### The metal 1 layer

The bar under the picture is 20 µm long.
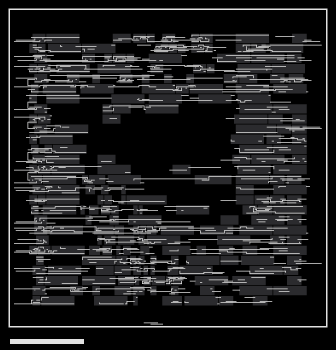
### Signal wires on met2

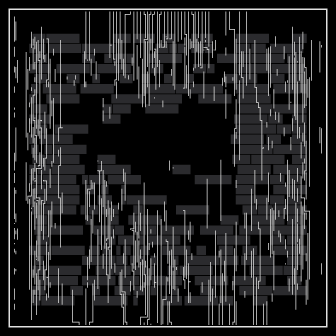
### Metal 3

The bar under the picture is 20 µm long.
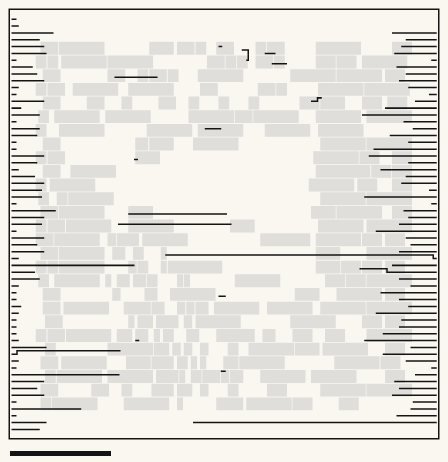
### Placement view

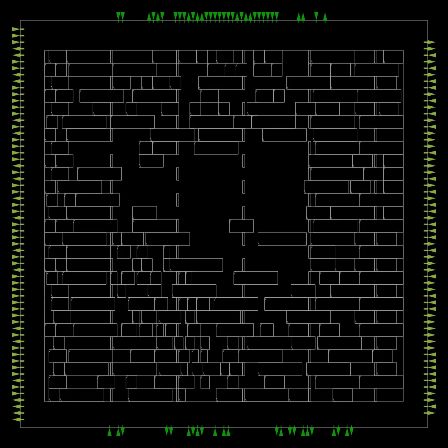
### Register map, names as in the netlist

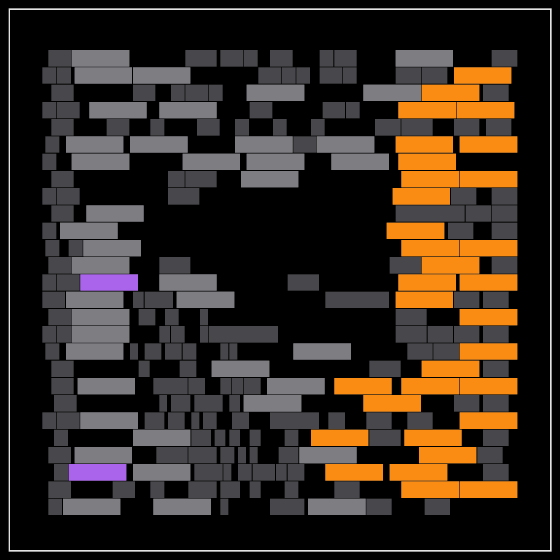
===== src/rtl/icache_port_arbiter_if.sv =====
// Bundle of the fetch-side and cache-side signals of the I-cache port
// arbiter. The arbiter connects through the slave modport; the fetch units
// and the cache model connect through the master modport.
//
// Handshakes:
//   req_valid[i] is raised by requester i and held with a stable
//   req_addr slice until the one-cycle req_ack[i] pulse. cache_req is held
//   with a stable cache_addr until a cycle with cache_ready=1, which is the
//   transfer cycle. cache_resp_valid is a one-cycle pulse that carries
//   cache_resp_data. resp_valid is a one-cycle, one-hot-or-zero pulse that
//   carries resp_data.

`ifndef INSTRUCTION_WIDTH
`define INSTRUCTION_WIDTH 32
`endif

interface icache_port_arbiter_if #(
    parameter int NUM_REQ = 2
);
    localparam int W = `INSTRUCTION_WIDTH;

    // fetch side
    logic [NUM_REQ-1:0]   req_valid;
    logic [NUM_REQ*W-1:0] req_addr;
    logic [NUM_REQ-1:0]   req_flush;
    logic [NUM_REQ-1:0]   req_ack;
    logic [NUM_REQ-1:0]   resp_valid;
    logic [W-1:0]         resp_data;

    // cache side
    logic                 cache_req;
    logic [W-1:0]         cache_addr;
    logic                 cache_ready;
    logic                 cache_resp_valid;
    logic [W-1:0]         cache_resp_data;

    modport slave (
        input  req_valid, req_addr, req_flush,
        input  cache_ready, cache_resp_valid, cache_resp_data,
        output req_ack, resp_valid, resp_data,
        output cache_req, cache_addr
    );

    modport master (
        output req_valid, req_addr, req_flush,
        output cache_ready, cache_resp_valid, cache_resp_data,
        input  req_ack, resp_valid, resp_data,
        input  cache_req, cache_addr
    );
endinterface


===== src/rtl/icache_port_arbiter.sv =====
// Round-robin arbiter sharing one instruction-cache read port between
// NUM_REQ fetch requesters. One cache transaction is in flight at a time.
// The granted requester may flush its fetch; the cache transaction still
// completes, but the returned instruction is discarded.
//
// dbg_state encoding: 0 = IDLE, 1 = ISSUE (cache_req up), 2 = WAIT (response
// pending). dbg_rr_ptr is the requester index the next search starts from.

`ifndef INSTRUCTION_WIDTH
`define INSTRUCTION_WIDTH 32
`endif

module icache_port_arbiter #(
    parameter int NUM_REQ = 2,
    parameter int IDX_W   = $clog2(NUM_REQ)
) (
    input  logic                 clk,
    input  logic                 rst_n,
    icache_port_arbiter_if.slave bus,
    output logic [1:0]           dbg_state,
    output logic [IDX_W-1:0]     dbg_rr_ptr
);
    localparam int W = `INSTRUCTION_WIDTH;

    typedef enum logic [1:0] {
        IDLE  = 2'd0,
        ISSUE = 2'd1,
        WAIT  = 2'd2
    } state_t;

    state_t             state;
    logic [IDX_W-1:0]   rr_ptr;
    logic [IDX_W-1:0]   grant_idx;
    logic               drop;

    logic               pick_found;
    logic [IDX_W-1:0]   pick_idx;
    logic [NUM_REQ-1:0] pick_onehot;
    logic [W-1:0]       pick_addr;
    logic [NUM_REQ-1:0] grant_onehot;
    logic               flush_g;
    logic               resp_take;
    logic               deliver;
    logic [IDX_W-1:0]   next_ptr;

    assign dbg_state  = state;
    assign dbg_rr_ptr = rr_ptr;

    // Round-robin search: first requesting index at or after rr_ptr, wrapping.
    always_comb begin
        int j;
        logic [IDX_W-1:0] cand;
        j          = 0;
        cand       = '0;
        pick_found = 1'b0;
        pick_idx   = '0;
        for (int k = 0; k < NUM_REQ; k++) begin
            j = int'(rr_ptr) + k;
            if (j >= NUM_REQ) begin
                j = j - NUM_REQ;
            end
            cand = IDX_W'(j);
            if (!pick_found && bus.req_valid[cand]) begin
                pick_found = 1'b1;
                pick_idx   = cand;
            end
        end
    end

    // Decode the picked index into its ack bit and address slice, and the
    // granted index into its response bit.
    always_comb begin
        pick_onehot  = '0;
        grant_onehot = '0;
        pick_addr    = '0;
        for (int i = 0; i < NUM_REQ; i++) begin
            if (IDX_W'(i) == pick_idx) begin
                pick_onehot[i] = 1'b1;
                pick_addr      = bus.req_addr[i*W +: W];
            end
            if (IDX_W'(i) == grant_idx) begin
                grant_onehot[i] = 1'b1;
            end
        end
    end

    // Flush only matters for the owner of the in-flight transaction.
    assign flush_g = bus.req_flush[grant_idx];

    // A response counts in WAIT, or in ISSUE when it arrives together with
    // the request being accepted; otherwise it is ignored.
    assign resp_take = bus.cache_resp_valid &&
                       ((state == WAIT) || ((state == ISSUE) && bus.cache_ready));

    // A flush seen in the completion cycle itself also suppresses the pulse.
    assign deliver = resp_take && !drop && !flush_g;

    assign next_ptr = (grant_idx == IDX_W'(NUM_REQ - 1)) ? '0 : grant_idx + 1'b1;

    // Arbitration FSM with all outputs registered.
    always_ff @(posedge clk or negedge rst_n) begin
        if (!rst_n) begin
            state          <= IDLE;
            rr_ptr         <= '0;
            grant_idx      <= '0;
            drop           <= 1'b0;
            bus.req_ack    <= '0;
            bus.resp_valid <= '0;
            bus.resp_data  <= '0;
            bus.cache_req  <= 1'b0;
            bus.cache_addr <= '0;
        end else begin
            bus.req_ack    <= '0;
            bus.resp_valid <= '0;
            case (state)
                IDLE: begin
                    if (pick_found) begin
                        grant_idx      <= pick_idx;
                        bus.cache_addr <= pick_addr;
                        bus.cache_req  <= 1'b1;
                        bus.req_ack    <= pick_onehot;
                        drop           <= 1'b0;
                        state          <= ISSUE;
                    end
                end
                ISSUE: begin
                    if (bus.cache_ready) begin
                        bus.cache_req <= 1'b0;
                        if (resp_take) begin
                            if (deliver) begin
                                bus.resp_valid <= grant_onehot;
                                bus.resp_data  <= bus.cache_resp_data;
                            end
                            drop   <= 1'b0;
                            rr_ptr <= next_ptr;
                            state  <= IDLE;
                        end else begin
                            drop  <= drop | flush_g;
                            state <= WAIT;
                        end
                    end else begin
                        drop <= drop | flush_g;
                    end
                end
                WAIT: begin
                    if (resp_take) begin
                        if (deliver) begin
                            bus.resp_valid <= grant_onehot;
                            bus.resp_data  <= bus.cache_resp_data;
                        end
                        drop   <= 1'b0;
                        rr_ptr <= next_ptr;
                        state  <= IDLE;
                    end else begin
                        drop <= drop | flush_g;
                    end
                end
                default: begin
                    state <= IDLE;
                end
            endcase
        end
    end
endmodule


===== src/flat_wrapper.sv =====
// flat-port wrapper written by rule: the top's interface ports become plain ports
module icache_port_arbiter_flat 
#(
    parameter int NUM_REQ = 2,
    parameter int IDX_W   = $clog2(NUM_REQ)
)
  (clk, rst_n, dbg_state, dbg_rr_ptr, bus_req_valid, bus_req_addr, bus_req_flush, bus_cache_ready, bus_cache_resp_valid, bus_cache_resp_data, bus_req_ack, bus_resp_valid, bus_resp_data, bus_cache_req, bus_cache_addr);
  icache_port_arbiter_if #(.NUM_REQ(NUM_REQ)) bus_i ();
  input  logic clk;
  input  logic rst_n;
  output logic [1:0] dbg_state;
  output logic [IDX_W-1:0] dbg_rr_ptr;
  input wire logic [$bits(bus_i.req_valid)-1:0] bus_req_valid;
  input wire logic [$bits(bus_i.req_addr)-1:0] bus_req_addr;
  input wire logic [$bits(bus_i.req_flush)-1:0] bus_req_flush;
  input wire logic [$bits(bus_i.cache_ready)-1:0] bus_cache_ready;
  input wire logic [$bits(bus_i.cache_resp_valid)-1:0] bus_cache_resp_valid;
  input wire logic [$bits(bus_i.cache_resp_data)-1:0] bus_cache_resp_data;
  output wire logic [$bits(bus_i.req_ack)-1:0] bus_req_ack;
  output wire logic [$bits(bus_i.resp_valid)-1:0] bus_resp_valid;
  output wire logic [$bits(bus_i.resp_data)-1:0] bus_resp_data;
  output wire logic [$bits(bus_i.cache_req)-1:0] bus_cache_req;
  output wire logic [$bits(bus_i.cache_addr)-1:0] bus_cache_addr;
  assign bus_i.req_valid = bus_req_valid;
  assign bus_i.req_addr = bus_req_addr;
  assign bus_i.req_flush = bus_req_flush;
  assign bus_i.cache_ready = bus_cache_ready;
  assign bus_i.cache_resp_valid = bus_cache_resp_valid;
  assign bus_i.cache_resp_data = bus_cache_resp_data;
  assign bus_req_ack = bus_i.req_ack;
  assign bus_resp_valid = bus_i.resp_valid;
  assign bus_resp_data = bus_i.resp_data;
  assign bus_cache_req = bus_i.cache_req;
  assign bus_cache_addr = bus_i.cache_addr;
  icache_port_arbiter #(.NUM_REQ(NUM_REQ), .IDX_W(IDX_W)) u_core (.clk(clk), .rst_n(rst_n), .bus(bus_i), .dbg_state(dbg_state), .dbg_rr_ptr(dbg_rr_ptr));
endmodule

===== config.mk =====
export PLATFORM = sky130hd
export DESIGN_NAME = icache_port_arbiter_flat
export DESIGN_NICKNAME = d
export VERILOG_FILES = /design/src/rtl/icache_port_arbiter_if.sv /design/src/rtl/icache_port_arbiter.sv /design/src/flat_wrapper.sv
export SDC_FILE = /design/constraint.sdc
export NUM_CORES = 1
export LEC_CHECK = 0
export CAP_MARGIN = 40
export CORE_MARGIN = 5
export CORE_UTILIZATION = 55
export CTS_CLUSTER_SIZE = 30
export DETAILED_ROUTE_END_ITERATION = 16
export DONT_BUFFER_PORTS = 1
export MAX_ROUTING_LAYER = met4
export PLACE_DENSITY = 0.76
export SLEW_MARGIN = 0
export SYNTH_ARGS = -nofsm -noshare
export SYNTH_HDL_FRONTEND = slang
export SYNTH_SLANG_ARGS = --single-unit
export TNS_END_PERCENT = 20

===== constraint.sdc =====
create_clock -name clk -period 5.8 [get_ports clk]
set_input_delay 0.58 -clock clk [delete_from_list [all_inputs] [get_ports clk]]
set_output_delay 0.58 -clock clk [all_outputs]
set_load 0.05 [all_outputs]

==> CHANGELOG.md <==
### Changed

* Overall Global Routing Usage at 0.193
* DRT antenna net count at 0
* DRC errors left at 0
* Final setup vio count at 0
* CTS Sinks at 74
* CP Capture Type: flip-flop
* Outcome: finished clean
* Synth Warn # at 0
* CP startpoint kind: flip-flop
* Vias in the first global route at 2039
* Initial Utilization at 0.564
* Post-Syn Area per Cell at 13.7 µm²
* Hpwl dp at 5190 µm
* Mapped Area at 3110 µm²
* CTS max path bufs at 2
* Chip area at 7250 µm²
* Critical path fanouts, max at 32
* Layout area overhead at 10.8%
* Clock slew at reported path FFs at 70 ps
* YS chip area at 3110 µm²
* RSZ-0062 raised after global routing: false
* Yosys top cell by area: dfrtp_1
* Vias/cell at 6.04
* Period utilisation layout at 0.426
* First-pass GRT wire length at 10500 µm
* Initial antenna violation count at 0
* MUX share of area at 0.124
* XOR/XNOR share of the synthesized area at 0
* Yosys cell count at 227
* Ys flops at 74
* Fin. max-slew vios at 0
* Ao+oa area frac at 0.134
* Tightest Pin Transition at 612 ps
* Height of the die at 85.1 µm
* Tmin final at 2470 ps
* Core area at 5510 µm²
* Placed Instances at 291
* Crit-path leading delay family: flip-flops
* Slowest cell on crit path: dfrtp_1
* Syn_nets at 335
* Pin count of the biggest net entering global routing at 75
* Clock latency on the worst-skew pair at 320 ps
* DR iter-0 viols at 54
* Clock skew at 7.53 ps
* Slew HR at 0.592
* Top area contributor share at 0.596
* CP Cell Sequence: inv_1 -> ha_1 -> nand2_1 -> nor4_4 -> buf_4 -> mux2_2
* Buffers and inverters on the worst path at 2
* Cell Type Count at 31
* Wire per inst at 22.6 µm
* Placer Congestion at 0.803
* Fill cells at 417
* Hold Crit Class: input pin to async pin
* Number of max-cap violations at 0
* Final Instance Count excl. Fillers at 308
* Logic family by area: AND-OR/OR-AND gates
* Antenna cells at 0
* Layout cell share with drive strength beyond 1 at 0.237
* Yosys adder share at 0.0161
* DIE WIDTH at 85.1 µm
* Setup TNS at 0 ps
* Grt ovf at 0
* Total CTS buffers at 9
* Largest cells by area: dfrtp_1 (60%), mux2_2 (10%), a221o_1 (9.7%)
* Critical path arrival at 2680 ps
* Final hold viol count at 0
* CP required at 6010 ps
* Post-synthesis sequential area ratio at 0.596
* Post-Synth Simple-Gate Area at 0.101
* CP Class: flip-flop to flip-flop
* Gate Count Post-Synth at 227
* Initial DRT Pass Iterations at 4
* Htree depth at 3
* Clk root buf: clkbuf_8
* Port buffer count at 0
* CP peak stage delay at 690 ps
* CTS tree: yes
* Log Warnings at 29
* Fmax at 405 MHz
* Nets at 339
* Count of boundary I/O pins at 176
About 'The metal 1 layer':
The wires run mostly horizontal. 302 nets have wire on it. The longest straight run is 28.1 µm. The layer carries 2750 µm of wire. The layer holds 40% of the routed length.
Vias: 1861
met1 usage: 0.238
final WL: 6950 µm

About 'Signal wires on met2':
The layer holds 47% of the routed length. The wires run mostly vertical.

About 'Metal 3':
The longest straight run is 53.1 µm. The wires run mostly horizontal. 126 nets have wire on it. The layer holds 12% of the routed length. The layer carries 860 µm of wire.
met3 Usage GRT: 0.0748

About 'Placement view':
tap cell count: 72
std cell rows: 27
final core occ: 0.625

About 'Register map, names as in the netlist':
u_core.bus.resp_data: marked orange, flops 32, where a column on the right. u_core.bus.req_ack: marked purple, flops 2.
Another 40 sequential cells are not colored.
register area: 1850 µm²
Seq/total area: 0.538

[final timing paths]
path / startpoint / to / slack (ps) / depth (start not counted)
min in group clk: bus_cache_resp_data[19] / u_core.bus.resp_data[19] / 390 / 1
max in group asynchronous: rst_n / u_core.bus.resp_data[30] / 5390 / 1
setup / recovery: u_core.dbg_state[0] / u_core.bus.resp_data[1] / 3330 / 6
hold / removal: rst_n / u_core.bus.cache_addr[16] / 140 / 1
setup reg to reg: u_core.dbg_state[0] / u_core.bus.resp_data[1] / 3330 / 6
hold reg to reg: u_core.grant_idx / u_core.bus.resp_valid[0] / 560 / 1
[Yosys cell counts, drive strengths merged]
library cell	count
a21o	1
a21oi	4
a221o	30
a2bb2oi	1
a31oi	2
and2	30
buf	6
clkbuf	6
dfrtp	74
ha	4
inv	5
mux2	33
mux2i	1
nand2	3
nand3b	2
nor2	3
nor2b	3
nor3	1
nor3b	2
nor4	2
nor4b	1
o21a	1
o21ai	7
o31ai	2
o32ai	1
or2	2
[through the flow]
stage	hold slack [ps]	worst slack (ps)	instance area, µm²
after global placement	286	3410	3160
after detailed placement	286	3340	3170
final	138	3330	3440
after floorplan	284	3560	3110
after CTS	134	3320	3440
after global routing	142	3200	3440
[per-layer routing]
| metal | up-vias | part of all wire | GRT usage |
|---|---|---|---|
| li1 | 844 | - | - |
| met1 | 871 | 0.40 | 0.238 |
| met2 | 137 | 0.47 | 0.286 |
| met3 | 9 | 0.12 | 0.0748 |
| met4 | 0 | 0.014 | 0.0791 |
| met5 | - | 0 | - |
[cell usage in the layout (no fill, tap or decap), types with 3 or more instances in the layout]
cell      Yosys  routed
nor2_1        3       3
a21oi_1       4       3
inv_1         5       5
nand2_1       3       3
nor2b_1       3       3
mux2_2       28      28
a221o_1      30      30
dfrtp_1      74      74
mux2_1        4       4
clkbuf_8      0      12
and2_0       28      28
ha_1          4       4
o21ai_0       7       6
buf_4         0       3
[area by class of cell]
| cell class | count | area, µm² | share of cell area |
|---|---|---|---|
| Tap cell | 72 | 90.1 | 0.0262 |
| Sequential cell | 74 | 1850 | 0.538 |
| Inverter | 5 | 18.8 | 0.00546 |
| Timing Repair Buffer | 5 | 65.1 | 0.0189 |
| Multi-Input combinational cell | 136 | 1180 | 0.342 |
| Clock inverter | 4 | 72.6 | 0.0211 |
| Clock buffer | 12 | 165 | 0.0480 |
[sequential cells by signal (all words and copies together) (netlist names)]
register,flops
u_core.bus.cache_addr,32
u_core.bus.resp_data,32
u_core.bus.req_ack,2
u_core.bus.resp_valid,2
u_core.dbg_state,2
u_core.bus.cache_req,1
u_core.dbg_rr_ptr,1
u_core.drop,1
u_core.grant_idx,1
[timing repair]
action                                 in CTS  in global routing
resized                                     0                  0
endpoints found under the hold margin      74                  0
setup buffers                               0                  0
hold buffers                                1                  0
